**config.mk**
```make
export PLATFORM = sky130hd
export DESIGN_NAME = im_loader
export DESIGN_NICKNAME = d
export VERILOG_FILES = /design/src/rtl/im_loader_pkg.sv /design/src/rtl/im_loader_word_packer.sv /design/src/rtl/im_loader.sv
export SDC_FILE = /design/constraint.sdc
export NUM_CORES = 1
export LEC_CHECK = 0
export CAP_MARGIN = 0
export CELL_PAD_IN_SITES_DETAIL_PLACEMENT = 1
export CELL_PAD_IN_SITES_GLOBAL_PLACEMENT = 1
export CORE_MARGIN = 10
export CORE_UTILIZATION = 27
export CTS_CLUSTER_DIAMETER = 50
export DETAILED_ROUTE_END_ITERATION = 7
export PLACE_DENSITY = 0.66
export SYNTH_ARGS = -nofsm -noshare
export SYNTH_HDL_FRONTEND = slang
export SYNTH_HIERARCHICAL = 1
export SYNTH_SLANG_ARGS = --single-unit
```
**constraint.sdc**
```tcl
create_clock -name clk -period 2.8 [get_ports clk]
set_input_delay 0.56 -clock clk [delete_from_list [all_inputs] [get_ports clk]]
set_output_delay 0.56 -clock clk [all_outputs]
set_load 0.005 [all_outputs]
```
**src/rtl/im_loader_pkg.sv**
```systemverilog
// Shared definitions for the instruction-memory loader and the fetch/IM side:
// loader FSM states, instruction RAM base address and depth.
package im_loader_pkg;

  typedef enum logic [2:0] {
    IDLE,
    LEN_HI,
    LEN_LO,
    DATA,
    WRITE,
    DONE,
    ERR
  } im_state_e;

  localparam logic [31:0] IM_BASE_ADDR = 32'h0000_3000;
  localparam int          IM_DEPTH     = 4096;

  // Byte address of instruction word number idx.
  function automatic logic [31:0] word_addr(input logic [31:0] base,
                                            input logic [31:0] idx);
    return base + (idx << 2);
  endfunction

endpackage

```
**src/rtl/im_loader_word_packer.sv**
```systemverilog
// Byte-index counter plus shift register that assembles big-endian 32-bit
// words; next_word_o is the word that the current byte would complete.
module im_word_packer (
  input  logic        clk,
  input  logic        reset,
  input  logic        clear_i,
  input  logic        shift_i,
  input  logic [7:0]  byte_i,
  output logic [31:0] next_word_o,
  output logic        full_o
);

  logic [1:0]  idx_q;
  logic [23:0] word_q;

  // Only three earlier bytes need storing; the fourth comes straight from byte_i.
  assign next_word_o = {word_q, byte_i};
  assign full_o      = (idx_q == 2'd3);

  always_ff @(posedge clk or negedge reset) begin
    if (!reset) begin
      idx_q  <= 2'd0;
      word_q <= 24'd0;
    end else if (clear_i) begin
      idx_q  <= 2'd0;
      word_q <= 24'd0;
    end else if (shift_i) begin
      idx_q  <= idx_q + 2'd1;
      word_q <= next_word_o[23:0];
    end
  end

endmodule

```
**src/rtl/im_loader.sv**
```systemverilog
// Boot loader: takes a length-prefixed byte stream over valid/ready and
// writes big-endian 32-bit words into instruction RAM from BASE_ADDR upward.
module im_loader
  import im_loader_pkg::*;
#(
  parameter logic [31:0] BASE_ADDR = IM_BASE_ADDR,
  parameter int          DEPTH     = IM_DEPTH,
  parameter int          CNT_W     = 13
) (
  input  logic             clk,
  input  logic             reset,
  input  logic             start,
  input  logic             in_valid,
  input  logic [7:0]       in_data,
  output logic             in_ready,
  output logic             im_we,
  output logic [31:0]      im_addr,
  output logic [31:0]      im_wdata,
  output logic             busy,
  output logic             done,
  output logic             err,
  output logic [CNT_W-1:0] word_count,
  output im_state_e        dbg_state
);

  // Handshake: a byte moves on a rising edge where in_valid && in_ready.
  // in_ready depends on the registered state only, never on in_valid.

  localparam logic [31:0] DEPTH_U = DEPTH;

  im_state_e        state_q, state_d;
  logic [15:0]      len_q, len_d;
  logic [CNT_W-1:0] wc_q, wc_d;
  logic [CNT_W-1:0] wc_inc;
  logic [31:0]      addr_q, addr_d;
  logic [31:0]      wdata_q, wdata_d;
  logic [15:0]      hdr_len;
  logic             accept;
  logic             pk_clear;
  logic             pk_shift;
  logic             pk_full;
  logic [31:0]      pk_word;

  im_word_packer u_packer (
    .clk         (clk),
    .reset       (reset),
    .clear_i     (pk_clear),
    .shift_i     (pk_shift),
    .byte_i      (in_data),
    .next_word_o (pk_word),
    .full_o      (pk_full)
  );

  assign in_ready   = (state_q inside {LEN_HI, LEN_LO, DATA});
  assign accept     = in_valid && in_ready;
  assign hdr_len    = {len_q[15:8], in_data};
  assign wc_inc     = wc_q + CNT_W'(1);
  assign im_we      = (state_q == WRITE);
  assign im_addr    = addr_q;
  assign im_wdata   = wdata_q;
  assign busy       = (state_q inside {LEN_HI, LEN_LO, DATA, WRITE});
  assign done       = (state_q == DONE);
  assign err        = (state_q == ERR);
  assign word_count = wc_q;
  assign dbg_state  = state_q;

  always_ff @(posedge clk or negedge reset) begin
    if (!reset) begin
      state_q <= IDLE;
    end else begin
      state_q <= state_d;
    end
  end

  always_ff @(posedge clk or negedge reset) begin
    if (!reset) begin
      len_q   <= 16'd0;
      wc_q    <= '0;
      addr_q  <= BASE_ADDR;
      wdata_q <= 32'd0;
    end else begin
      len_q   <= len_d;
      wc_q    <= wc_d;
      addr_q  <= addr_d;
      wdata_q <= wdata_d;
    end
  end

  always_comb begin
    state_d  = state_q;
    len_d    = len_q;
    wc_d     = wc_q;
    addr_d   = addr_q;
    wdata_d  = wdata_q;
    pk_clear = 1'b0;
    pk_shift = 1'b0;
    case (state_q)
      IDLE, DONE, ERR: begin
        if (start) begin
          state_d  = LEN_HI;
          len_d    = 16'd0;
          wc_d     = '0;
          pk_clear = 1'b1;
        end
      end
      LEN_HI: begin
        if (accept) begin
          len_d   = {in_data, len_q[7:0]};
          state_d = LEN_LO;
        end
      end
      LEN_LO: begin
        if (accept) begin
          len_d    = hdr_len;
          wc_d     = '0;
          pk_clear = 1'b1;
          // Oversized headers are rejected before any data byte is taken.
          if (hdr_len == 16'd0) begin
            state_d = DONE;
          end else if ({16'd0, hdr_len} > DEPTH_U) begin
            state_d = ERR;
          end else begin
            state_d = DATA;
          end
        end
      end
      DATA: begin
        if (accept) begin
          pk_shift = 1'b1;
          if (pk_full) begin
            state_d = WRITE;
            wdata_d = pk_word;
            addr_d  = word_addr(BASE_ADDR, 32'(wc_q));
          end
        end
      end
      WRITE: begin
        wc_d    = wc_inc;
        state_d = (32'(wc_inc) == 32'(len_q)) ? DONE : DATA;
      end
      default: begin
        state_d = IDLE;
      end
    endcase
  end

endmodule

```
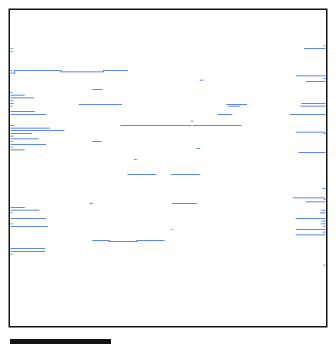
*M3 wires, run 1*
The bar under the picture is 50 um long.
share of all routed wire	4.5%
main direction	horizontal
wire length on this layer	685 um
longest straight run	35.0 um

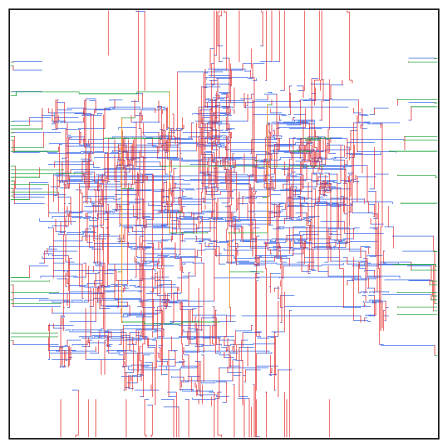
*Wiring by layer, run 1*
layer	color	wire length
M4	orange	201 um
M3	green	685 um
M2	red	7380 um
M1	blue	6830 um

==> flow_summary_export.csv, run 1 <==
group,metric,value,unit
final_timing,slew_headroom,0.3754,
yosys,aoi_share,0.08639,
power_and_ir_drop,leakage,2.912,nW
yosys,yosys.cell_types.count,58,
yosys,common_cells,"nand2_1 (179), dfrtp_1 (102), nor2_1 (42)",
floorplanning,taps,229,
yosys,edf_count,0,
cells_and_area,num-nonclk-buffers,98,
grt,grt_use_total,0.1245,
clock_tree,cts_tree,"done",
cells_and_area,design_area,6292,um^2
yosys,mux_area_frac,0.04950,
grt,grt_max_degree,52,
cells_and_area,antenna_cells,0,
final_timing,rsz0062_at_grt,"false",
status,status,"finished clean",
cells_and_area,buf_share,0.1515,
route,ant_nets,0,
yosys,yosys_warnings,6,
clock_tree,cts_buffer_depth,2,
yosys,top_logic_kind,"simple AND/OR/NAND/NOR gates",
route,drc_errors,0,
setup_path,worstPathArrival,2020,ps
route,drt_iter0_drc,183,
cells_and_area,comb_area,2115,um^2
cells_and_area,inverters,9,
setup_path,r2r_start,"word_count[0]",
cells_and_area,area_delta_synth_final,24.48,%
min_path,hold_path.class,"in2async",
route,routedWlPerCell,17.65,um
yosys,ys_sh_adder,0.009901,
setup_path,startpoint_type,"register",
yosys,syn_area,5055,um^2
clock_tree,ctsHoldBuffers,0,
setup_path,crit_slowest_cell,"dfrtp_1",
grt,grt_pass1_vias,4415,
cells_and_area,finalNetCount,637,
cells_and_area,lay_top_count,"nand2_1",
cells_and_area,clock_buffers,10,
power_and_ir_drop,pwr_density_cell,806.3,nW/um^2
placement,routabilityCongestion,0.8240,
setup_path,cp.depth,4,
cells_and_area,comb_area_frac,0.3361,
final_timing,tightest_slew,929.7,ps
setup_path,r2r-end,"dbg_state[1]",
setup_path,crit_fanout,12,
final_timing,setup_viol,0,
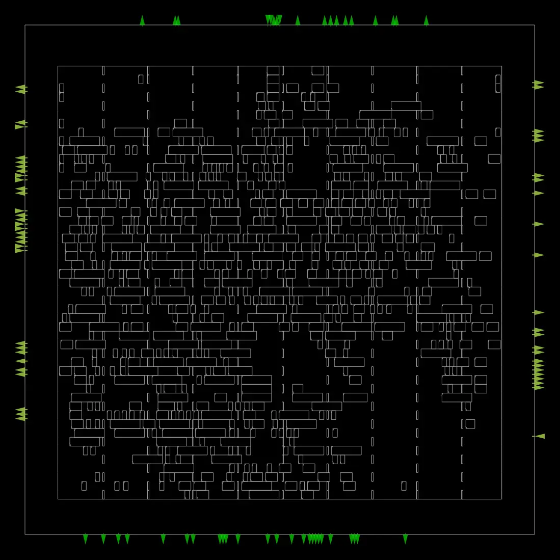
*Cell outlines without signal wires, run 1*
Core ar.: 18210 um^2
post-layout util: 0.3456
sequential cell count: 104
Cell Count, Final, Fillers Out: 855
num rows: 49

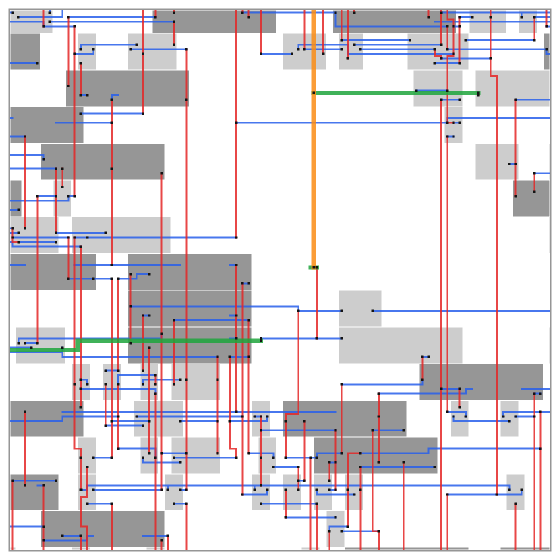
*Close-up of the layout, run 1*
Region (58, 27) to (98, 67) um. Cells in gray, sequential cells in the stronger gray; small squares are vias.
layer	color
M3	green
M2	red
M1	blue
M4	orange
cells with their middle in the window	52
most frequent	nand2_1 (15), dfrtp_1 (14), mux2i_1 (7)
sequential cells in the window	14
netlist names of flops here include	u_packer/word_q (8), im_wdata (3)

-- run 1: where the power goes --
group	internal [mW]	leakage (nW)	switching [mW]
clock	0.651	0.147	0.631
combinational	0.754	1.34	0.890
sequential	1.80	1.42	0.349
-- run 1: state kept, by name (all words and copies together) (netlist names) --
signal           flops
dbg_state            3
im_addr             14
im_wdata            32
len_q               16
u_packer/idx_q       2
u_packer/word_q     24
word_count          13
-- run 1: metal layers --
metal | track usage | part of all wire | vias up
met5 | 0 | 0 | -
met2 | 0.2137 | 0.49 | 80
met3 | 0.02823 | 0.045 | 12
li1 | - | - | 1896
met1 | 0.1508 | 0.45 | 1985
met4 | 0.04045 | 0.013 | 0
==> run 2: changes to the inputs <==
Settings changed: CORE_MARGIN 10 to not set, RECOVER_POWER set to 50.
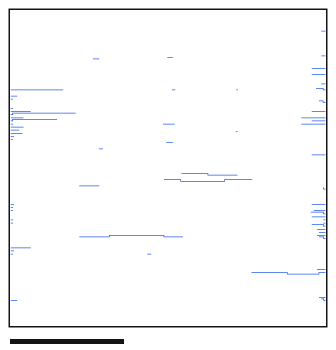
*M3 wires, run 2*
The bar under the picture is 50 um long.
WL final: 13820 um
M3 GR Usage: 0.02797
Vias: 3965

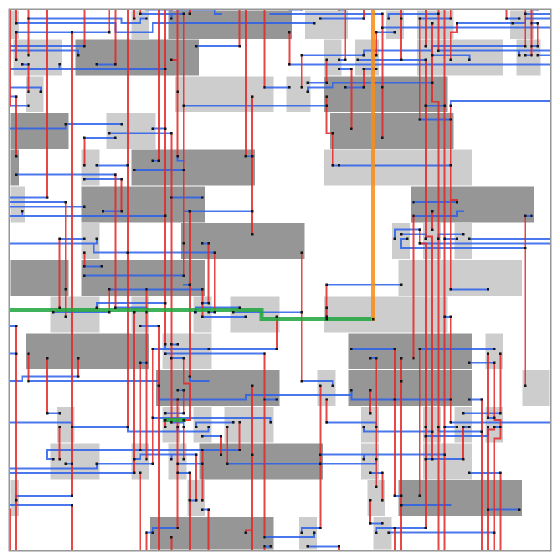
*Close-up of the layout, run 2*
Region (49, 22) to (89, 62) um. Cells in gray, sequential cells in the stronger gray; small squares are vias.
layer	color
M3	green
M1	blue
M4	orange
M2	red
sequential cells in the window	16
netlist names of flops here include	u_packer/word_q (6), im_wdata (3), len_q (3)
cells with their middle in the window	63
most frequent	nand2_1 (20), dfrtp_1 (16)

==> run 2 against run 1 <==
Against the previous run: the flow now finishes with violations (DRC); via count shrank 0.20%; utilization up 0.14 points; fmax grew 0.31%; critical path type unchanged; critical endpoint unchanged; largest power group unchanged.
==> flow_summary_export.csv, run 2 <==
group,metric,value,unit
route,drc_errors,9,
power_and_ir_drop,p_sw_frac,0.3584,
power_and_ir_drop,p_clk_frac,0.259,
cells_and_area,post-route-util,0.3469,
power_and_ir_drop,p_sw,1.823,mW
yosys,syn_area,5055,um^2
min_path,hold_path.class,"reg2reg",
setup_path,worstPathArrival,2010,ps
grt,busiest_layer,"met2",
cells_and_area,inverters,9,
cells_and_area,ff_count,104,
grt,grt_pass1_vias,4219,
grt,use_met1,0.1931,
status,status,"finished, violations left",
setup_path,startpoint_type,"register",
grt,grt_max_degree,55,
clock_tree,ctsHoldBuffers,0,
setup_path,r2r_start,"word_count[0]",
power_and_ir_drop,comb_cell_power,1.65,mW
power_and_ir_drop,intPower,3.263,mW
route,routedWlPerCell,16.18,um
clock_tree,cts_buffer_depth,2,
cells_and_area,num-nonclk-buffers,98,
placement,routabilityCongestion,0.8068,
yosys,mux_area_frac,0.04950,
final_timing,tightest_slew,1381,ps
status,violations,"DRC",
grt,grt_use_total,0.1509,
setup_path,r2r-end,"dbg_state[1]",
cells_and_area,largest_register_ffs,32,
power_and_ir_drop,leakage,3.027,nW
power_and_ir_drop,pg_seq,2.12,mW
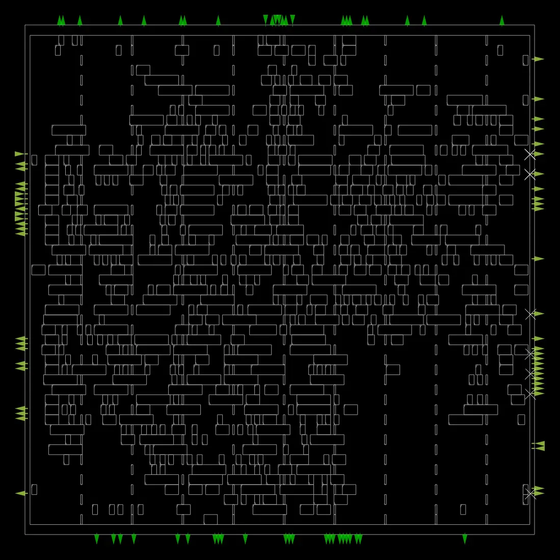
*Cell outlines without signal wires, run 2*
Core ar.: 18150 um^2
Cell Count, Final, Fillers Out: 854

==> run 2: cell types whose count changed in the layout (fill, tap and decap cells not counted), sizes merged <==
cell / change
clkbuf: +1
clkdlybuf4s50: -33
dlygate4sd3: +33
clkinvlp: +1
buf: -1
inv: -3
bufinv: +1
==> run 2: layer usage <==
| metal | up-vias | part of all wire |
|---|---|---|
| met5 | - | 0 |
| met4 | 0 | 0.016 |
| li1 | 1899 | - |
| met3 | 14 | 0.030 |
| met1 | 1987 | 0.46 |
| met2 | 65 | 0.49 |
==> run 2: worst reg2reg max path: stages (launching register included) <==
cell and delay [ps]:
dfrtp_1 530, ha_1 300, nand3_1 170, nor3_1 350, xnor2_1 180, o2111ai_1 160
a211oi_2 330, o21ai_0 120
==> run 3: changes to the inputs <==
Settings changed: ABC_AREA set to 1, PLACE_DENSITY 0.66 to 0.67.
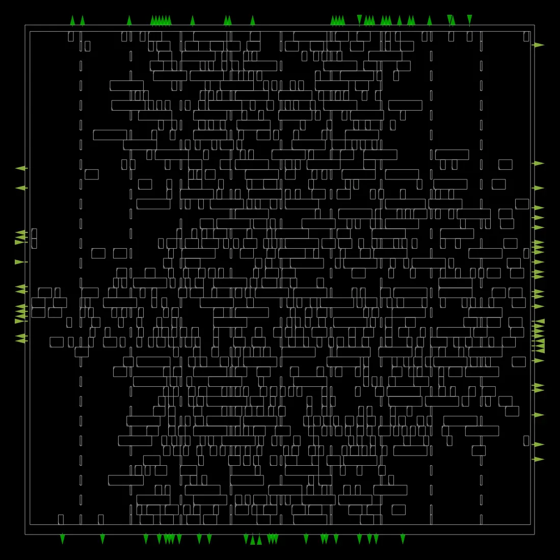
*Cell outlines without signal wires, run 3*
Cell Count, Final, Fillers Out: 934
post-layout util: 0.3403

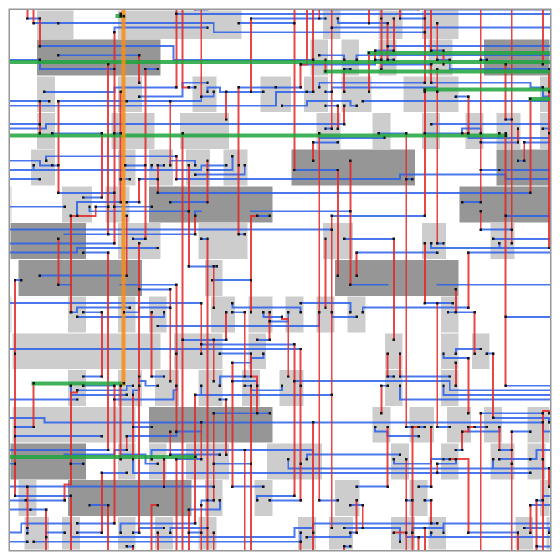
*Close-up of the layout, run 3*
Region (50, 22) to (90, 62) um. Cells in gray, sequential cells in the stronger gray; small squares are vias.
layer	color
M3	green
M2	red
M1	blue
M4	orange
sequential cells in the window	11
most frequent	nand2_1 (30), nand3_1 (18), dfrtp_1 (11)
netlist names of flops here include	len_q (7), word_count (4)
cells with their middle in the window	101

==> run 3 against run 2 <==
Against the previous run: the flow now finishes without violations; sequential share of layout area down 0.58 points; synthesized area up 2.5%; count of clock-buffer cells in the layout down 1; largest cell class unchanged.
==> flow_summary_export.csv, run 3 <==
group,metric,value,unit
grt,busiest_layer,"met1",
setup_path,cp.depth,5,
placement,routabilityCongestion,0.7532,
cells_and_area,finalNetCount,711,
status,status,"finished clean",
yosys,ys_sh_adder,0.009664,
power_and_ir_drop,seqPwrFrac,0.376,
floorplanning,core,18770,um^2
power_and_ir_drop,p_comb_frac,0.329,
route,drc_errors,0,
yosys,common_cells,"nand2_1 (243), dfrtp_1 (102), nand3_1 (56)",
route,via_count,4198,
final_timing,tightest_slew,1440,ps
grt,use_met1,0.2233,
cells_and_area,area_delta_synth_final,23.31,%
setup_path,startpoint_type,"register",
grt,grtUsageMet3,0.02393,
route,dr_wl_met3,594,um
cells_and_area,design_area,6386,um^2
route,wl_met1,7095,um
route,routed.top_layer,"met4",
route,ant_nets,0,
final_timing,slew_headroom,0.04017,
yosys,edf_count,0,
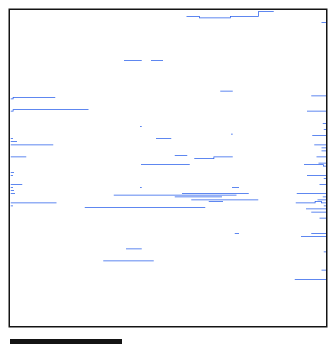
*M3 wires, run 3*
The bar under the picture is 50 um long.
main direction	horizontal
nets with wire on the layer	52
wire length on this layer	594 um

[run 3: cell types whose count changed after synthesis, moves of 6 or more]
cell / change
nand2_1: +64
nand3_1: +51
inv_1: +36
mux2i_1: -25
nand3_2: +21
nor2_1: -21
o21ai_0: -14
xnor2_1: -11
buf_6: +10
o21ai_1: +10
buf_2: -8
xor2_1: -6
[run 3: area by class of cell]
type,instances,share of cell area
Sequential cell,104,0.4079
Clock buffer,9,0.03527
Multi-Input combinational cell,440,0.3286
Tap cell,234,0.04585
Clock inverter,7,0.01587
Timing Repair Buffer,93,0.1385
Inverter,47,0.02802
[run 3: worst min-delay path, stage by stage, from the launching register on]
cell     delay, ps
dfrtp_1        340
nand2_1         50
nand2_1         40
Power and IR drop assume default switching activity.
